`config.mk`:
```
export PLATFORM = sky130hd
export DESIGN_NAME = multicycle_control
export DESIGN_NICKNAME = d
export VERILOG_FILES = /design/src/rtl/multicycle_control.sv
export SDC_FILE = /design/constraint.sdc
export NUM_CORES = 1
export LEC_CHECK = 0
export CORE_MARGIN = 1
export CORE_UTILIZATION = 42
export CTS_BUF_LIST = sky130_fd_sc_hd__clkbuf_8
export DETAILED_ROUTE_END_ITERATION = 6
export PLACE_DENSITY = 0.9
export SETUP_SLACK_MARGIN = 0.5
export SLEW_MARGIN = 20
export SYNTH_ARGS = -nofsm -noshare
export SYNTH_HDL_FRONTEND = slang
export SYNTH_SLANG_ARGS = --single-unit
```
`constraint.sdc`:
```
create_clock -name clk -period 3.2 [get_ports clk]
set_input_delay 0.64 -clock clk [delete_from_list [all_inputs] [get_ports clk]]
set_output_delay 0.64 -clock clk [all_outputs]
set_load 0.05 [all_outputs]
```
`src/rtl/multicycle_control.sv`:
```
// ---------------------------------------------------------------------------
// multicycle_control
//   Main control FSM of the multicycle CPU. It walks each instruction through
//   fetch / decode / execute / memory / writeback and drives the datapath
//   control lines. PCWRITE and BRANCH feed the downstream PC-update gate,
//   where BRANCH is qualified by the ALU BranchTaken flag.
//
// Ports
//   clk        in   1  rising-edge clock
//   rst        in   1  synchronous reset, active high
//   Op         in   6  opcode from the instruction register (valid from DECODE)
//   MEM_READY  in   1  memory completes the current read/write this cycle
//   PCWRITE    out  1  unconditional PC write
//   BRANCH     out  1  conditional PC write
//   IorD       out  1  memory address select: 0=PC, 1=ALUOut
//   MemRead    out  1  memory read request
//   MemWrite   out  1  memory write request
//   IRWrite    out  1  load instruction register
//   MemtoReg   out  1  register write data: 1=MDR, 0=ALUOut
//   RegDst     out  1  write register: 1=rd, 0=rt
//   RegWrite   out  1  register file write enable
//   ALUSrcA    out  1  0=PC, 1=A register
//   ALUSrcB    out  2  00=B, 01=4, 10=signext imm, 11=signext imm<<2
//   ALUOp      out  2  00=add, 01=sub, 10=funct-decoded
//   PCSource   out  2  00=ALU result, 01=ALUOut, 10=jump target
//   ILLEGAL    out  1  sticky flag: an undefined opcode reached DECODE
// ---------------------------------------------------------------------------
module multicycle_control #(
  parameter logic [5:0] OP_RTYPE = 6'b000000,
  parameter logic [5:0] OP_LW    = 6'b100011,
  parameter logic [5:0] OP_SW    = 6'b101011,
  parameter logic [5:0] OP_BEQ   = 6'b000100,
  parameter logic [5:0] OP_J     = 6'b000010,
  parameter logic [5:0] OP_ADDI  = 6'b001000
) (
  input  logic       clk,
  input  logic       rst,
  input  logic [5:0] Op,
  input  logic       MEM_READY,
  output logic       PCWRITE,
  output logic       BRANCH,
  output logic       IorD,
  output logic       MemRead,
  output logic       MemWrite,
  output logic       IRWrite,
  output logic       MemtoReg,
  output logic       RegDst,
  output logic       RegWrite,
  output logic       ALUSrcA,
  output logic [1:0] ALUSrcB,
  output logic [1:0] ALUOp,
  output logic [1:0] PCSource,
  output logic       ILLEGAL
);

  // 12 states in a 4-bit register; the four spare encodings fall to FETCH.
  typedef enum logic [3:0] {
    S_FETCH  = 4'd0,
    S_DECODE = 4'd1,
    S_MEMADR = 4'd2,
    S_MEMRD  = 4'd3,
    S_MEMWB  = 4'd4,
    S_MEMWR  = 4'd5,
    S_EXEC   = 4'd6,
    S_ALUWB  = 4'd7,
    S_BEQ    = 4'd8,
    S_JUMP   = 4'd9,
    S_ADDIEX = 4'd10,
    S_ADDIWB = 4'd11
  } state_t;

  state_t state;

  // -------------------------------------------------------------------------
  // State register and sticky illegal-opcode flag
  // -------------------------------------------------------------------------
  always_ff @(posedge clk) begin
    if (rst) begin
      state   <= S_FETCH;
      ILLEGAL <= 1'b0;
    end else begin
      case (state)
        S_FETCH:  if (MEM_READY) state <= S_DECODE;
        S_DECODE: begin
          case (Op)
            OP_LW, OP_SW: state <= S_MEMADR;
            OP_RTYPE:     state <= S_EXEC;
            OP_BEQ:       state <= S_BEQ;
            OP_J:         state <= S_JUMP;
            OP_ADDI:      state <= S_ADDIEX;
            default: begin
              state   <= S_FETCH;
              ILLEGAL <= 1'b1;
            end
          endcase
        end
        // Op is looked at again here; if it no longer names a memory op the
        // instruction is dropped rather than guessing a direction.
        S_MEMADR: begin
          if (Op == OP_LW)      state <= S_MEMRD;
          else if (Op == OP_SW) state <= S_MEMWR;
          else                  state <= S_FETCH;
        end
        S_MEMRD:  if (MEM_READY) state <= S_MEMWB;
        S_MEMWB:  state <= S_FETCH;
        S_MEMWR:  if (MEM_READY) state <= S_FETCH;
        S_EXEC:   state <= S_ALUWB;
        S_ALUWB:  state <= S_FETCH;
        S_BEQ:    state <= S_FETCH;
        S_JUMP:   state <= S_FETCH;
        S_ADDIEX: state <= S_ADDIWB;
        S_ADDIWB: state <= S_FETCH;
        default:  state <= S_FETCH;
      endcase
    end
  end

  // -------------------------------------------------------------------------
  // Output decode (Moore on state, FETCH strobes gated by MEM_READY)
  // -------------------------------------------------------------------------
  always_comb begin
    PCWRITE  = 1'b0;
    BRANCH   = 1'b0;
    IorD     = 1'b0;
    MemRead  = 1'b0;
    MemWrite = 1'b0;
    IRWrite  = 1'b0;
    MemtoReg = 1'b0;
    RegDst   = 1'b0;
    RegWrite = 1'b0;
    ALUSrcA  = 1'b0;
    ALUSrcB  = 2'b00;
    ALUOp    = 2'b00;
    PCSource = 2'b00;

    case (state)
      S_FETCH: begin
        MemRead = 1'b1;
        ALUSrcB = 2'b01;
        // PC+4 and the IR load commit only on the cycle memory delivers.
        IRWrite = MEM_READY;
        PCWRITE = MEM_READY;
      end
      S_DECODE: ALUSrcB = 2'b11;  // branch target precompute
      S_MEMADR, S_ADDIEX: begin
        ALUSrcA = 1'b1;
        ALUSrcB = 2'b10;
      end
      S_MEMRD: begin
        IorD    = 1'b1;
        MemRead = 1'b1;
      end
      S_MEMWB: begin
        RegWrite = 1'b1;
        MemtoReg = 1'b1;
      end
      S_MEMWR: begin
        IorD     = 1'b1;
        MemWrite = 1'b1;
      end
      S_EXEC: begin
        ALUSrcA = 1'b1;
        ALUOp   = 2'b10;
      end
      S_ALUWB: begin
        RegWrite = 1'b1;
        RegDst   = 1'b1;
      end
      S_BEQ: begin
        ALUSrcA  = 1'b1;
        ALUOp    = 2'b01;
        BRANCH   = 1'b1;
        PCSource = 2'b01;
      end
      S_JUMP: begin
        PCWRITE  = 1'b1;
        PCSource = 2'b10;
      end
      S_ADDIWB: RegWrite = 1'b1;
      default: ;
    endcase

    // Reset kills every architectural write strobe immediately, so an
    // instruction caught mid-flight leaves no trace.
    if (rst) begin
      PCWRITE  = 1'b0;
      BRANCH   = 1'b0;
      IRWrite  = 1'b0;
      MemWrite = 1'b0;
      RegWrite = 1'b0;
    end
  end

endmodule

```
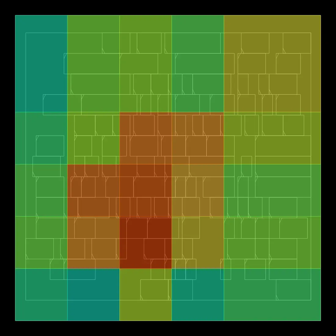
*Track usage over the die, run 1*
met3 global-route usage: 0.05556
Tot GR Track Use: 0.2449

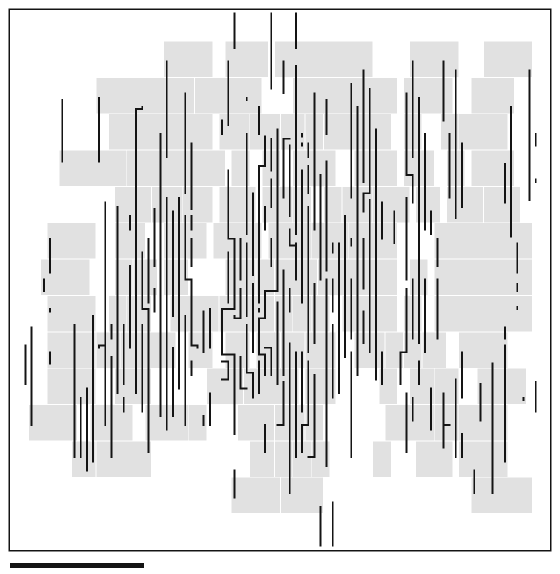
*Signal wires on met2, run 1*
Scale bar: 10 µm.
106 nets have wire on it. The layer holds 51% of the routed length. The longest straight run is 21.2 µm. The layer carries 888 µm of wire. The wires run mostly vertical.
grt met2 use: 0.4444
vias: 754
drt total wl: 1.745 mm

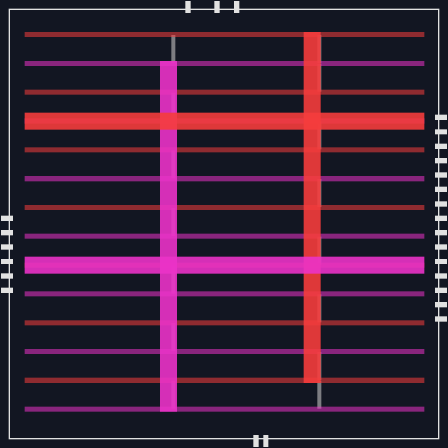
*Supply network, run 1*
Pins as bars on the die edge. Tap cells in grey.
Red marks VDD. Magenta marks VSS.
15 tap cells. 26 signal pins sit on the boundary.
VDD IR max: 0.3140 mV
die height: 40.40 µm
Die X: 40.40 µm
core area: 0.001334 mm²

==> flow_metrics.tcl, run 1 <==
# flow metrics
set metrics [dict create \
    nNetsFinal 123 \
    yosys_warnings 0 \
    topCellsByArea "dfxtp_1 (16%), nor2_1 (7.3%), nor3_1 (6.5%)" \
    min_period_ns 2.628 \
    dpl_worst_slack_ns 0.5714 \
    p_clk_mw 0.111 \
    synth_area_leader_cell "dfxtp_1" \
    async_reset_ff_frac 0 \
    nWellTaps 15 \
    via_per_inst 5.891 \
    grt_pass1_wl_mm 2.739 \
    cts_buffer_depth 2 \
    status "completed" \
    io_buffers 25 \
    fillers 122 \
    cts_htree_levels 1 \
    swShare 0.3155 \
    cts_root_buffer "clkbuf_8" \
    synth_cells 89 \
    flop_area_um2 102.6 \
    drtPass1Iterations 4 \
    buffers 28 \
    syn_to_final_growth_pct 50.91 \
    seq_share 0.1098 \
    ys_sh_mux 0 \
    critPathMaxFanout 8 \
    synthAoiAreaFrac 0.3091 \
]
### Cell classes on the final placement, run 1

Scale bar: 10 µm.
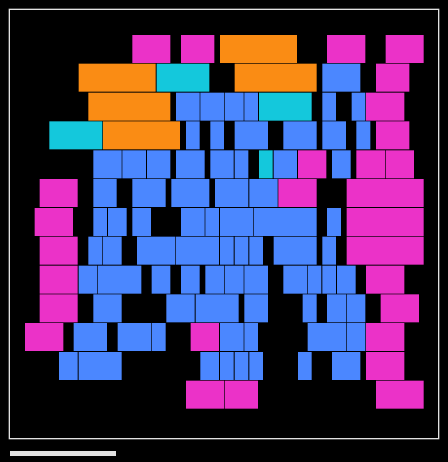

==> run 1 -> run 2 <==
- clock period: 3.2 -> 2.5 ns (I/O delays scaled with it)
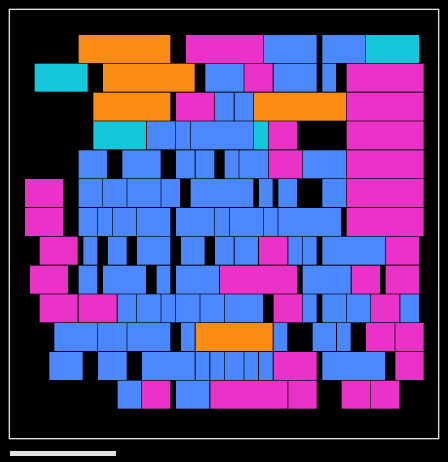
*Cell classes on the final placement, run 2*
Scale bar: 10 µm.
Blue marks combinational and other logic, cells 76, share of their area 50%. Orange marks flops, cells 5, share of their area 10%. Magenta marks other buffers and delay cells, cells 33, share of their area 35%. Cyan marks clock drivers and dummy loads, cells 4, share of their area 4.1%.
FP Rows: 13
flop share of the area: 0.1001
Final Cell Area: 0.001112 mm²

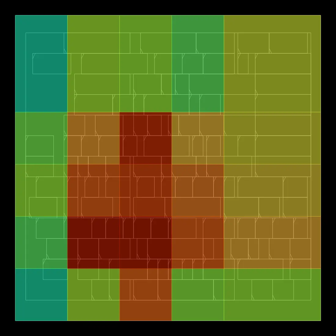
*Track usage over the die, run 2*
final core utilization: 0.8340
GR peak layer: met2
Tot GR Track Use: 0.2486

==> run 2 against run 1 <==
Against the previous run:
- highest routed layer is now met4
- clock skew is 0.0070 ns higher
- via count increased by 18%
- global-route usage grew 0.37 points
- worst setup slack got worse by 0.22 ns
- core utilization increased by 13 points
- sequential power increased by 32%
- first-iteration DRC count went up to 3.6 times the previous value
- critical path type is now reg -> out
- design area grew 19%
==> flow_metrics.tcl, run 2 <==
# flow metrics
set metrics [dict create \
    cts_root_buffer "clkbuf_8" \
    status "completed" \
    cts_buffer_depth 2 \
    p_comb_mw 0.130 \
    cts_htree_levels 1 \
    post_cts_resized 12 \
    wirelength_mm 2.437 \
    nWellTaps 15 \
    syn_to_final_growth_pct 79.60 \
    buffers 33 \
    dpl_worst_slack_ns 0.2753 \
    die_w_um 40.40 \
    vias 888 \
    core_area_mm2 0.001334 \
    ys_sh_mux 0 \
    synth_cells 89 \
    yosys-top-cells-count "nor2_1 (12), nand2_1 (9), nor3_1 (8)" \
    edf_count 0 \
    p_clk_mw 0.152 \
    grtUsageMet2 0.4444 \
    via_per_inst 6.677 \
    drtPass1Iterations 4 \
    async_reset_ff_frac 0 \
    flop_area_um2 111.4 \
    critPathMaxFanout 12 \
    io_buffers 25 \
    die_h_um 40.40 \
    fillers 75 \
    topCellsByArea "dfxtp_1 (16%), nor2_1 (7.3%), nor3_1 (6.5%)" \
    ir_worst_vdd_mv 0.3726 \
    nNetsFinal 128 \
    met3_usage 0.08333 \
]
Power is estimated from default activity; no workload was simulated.
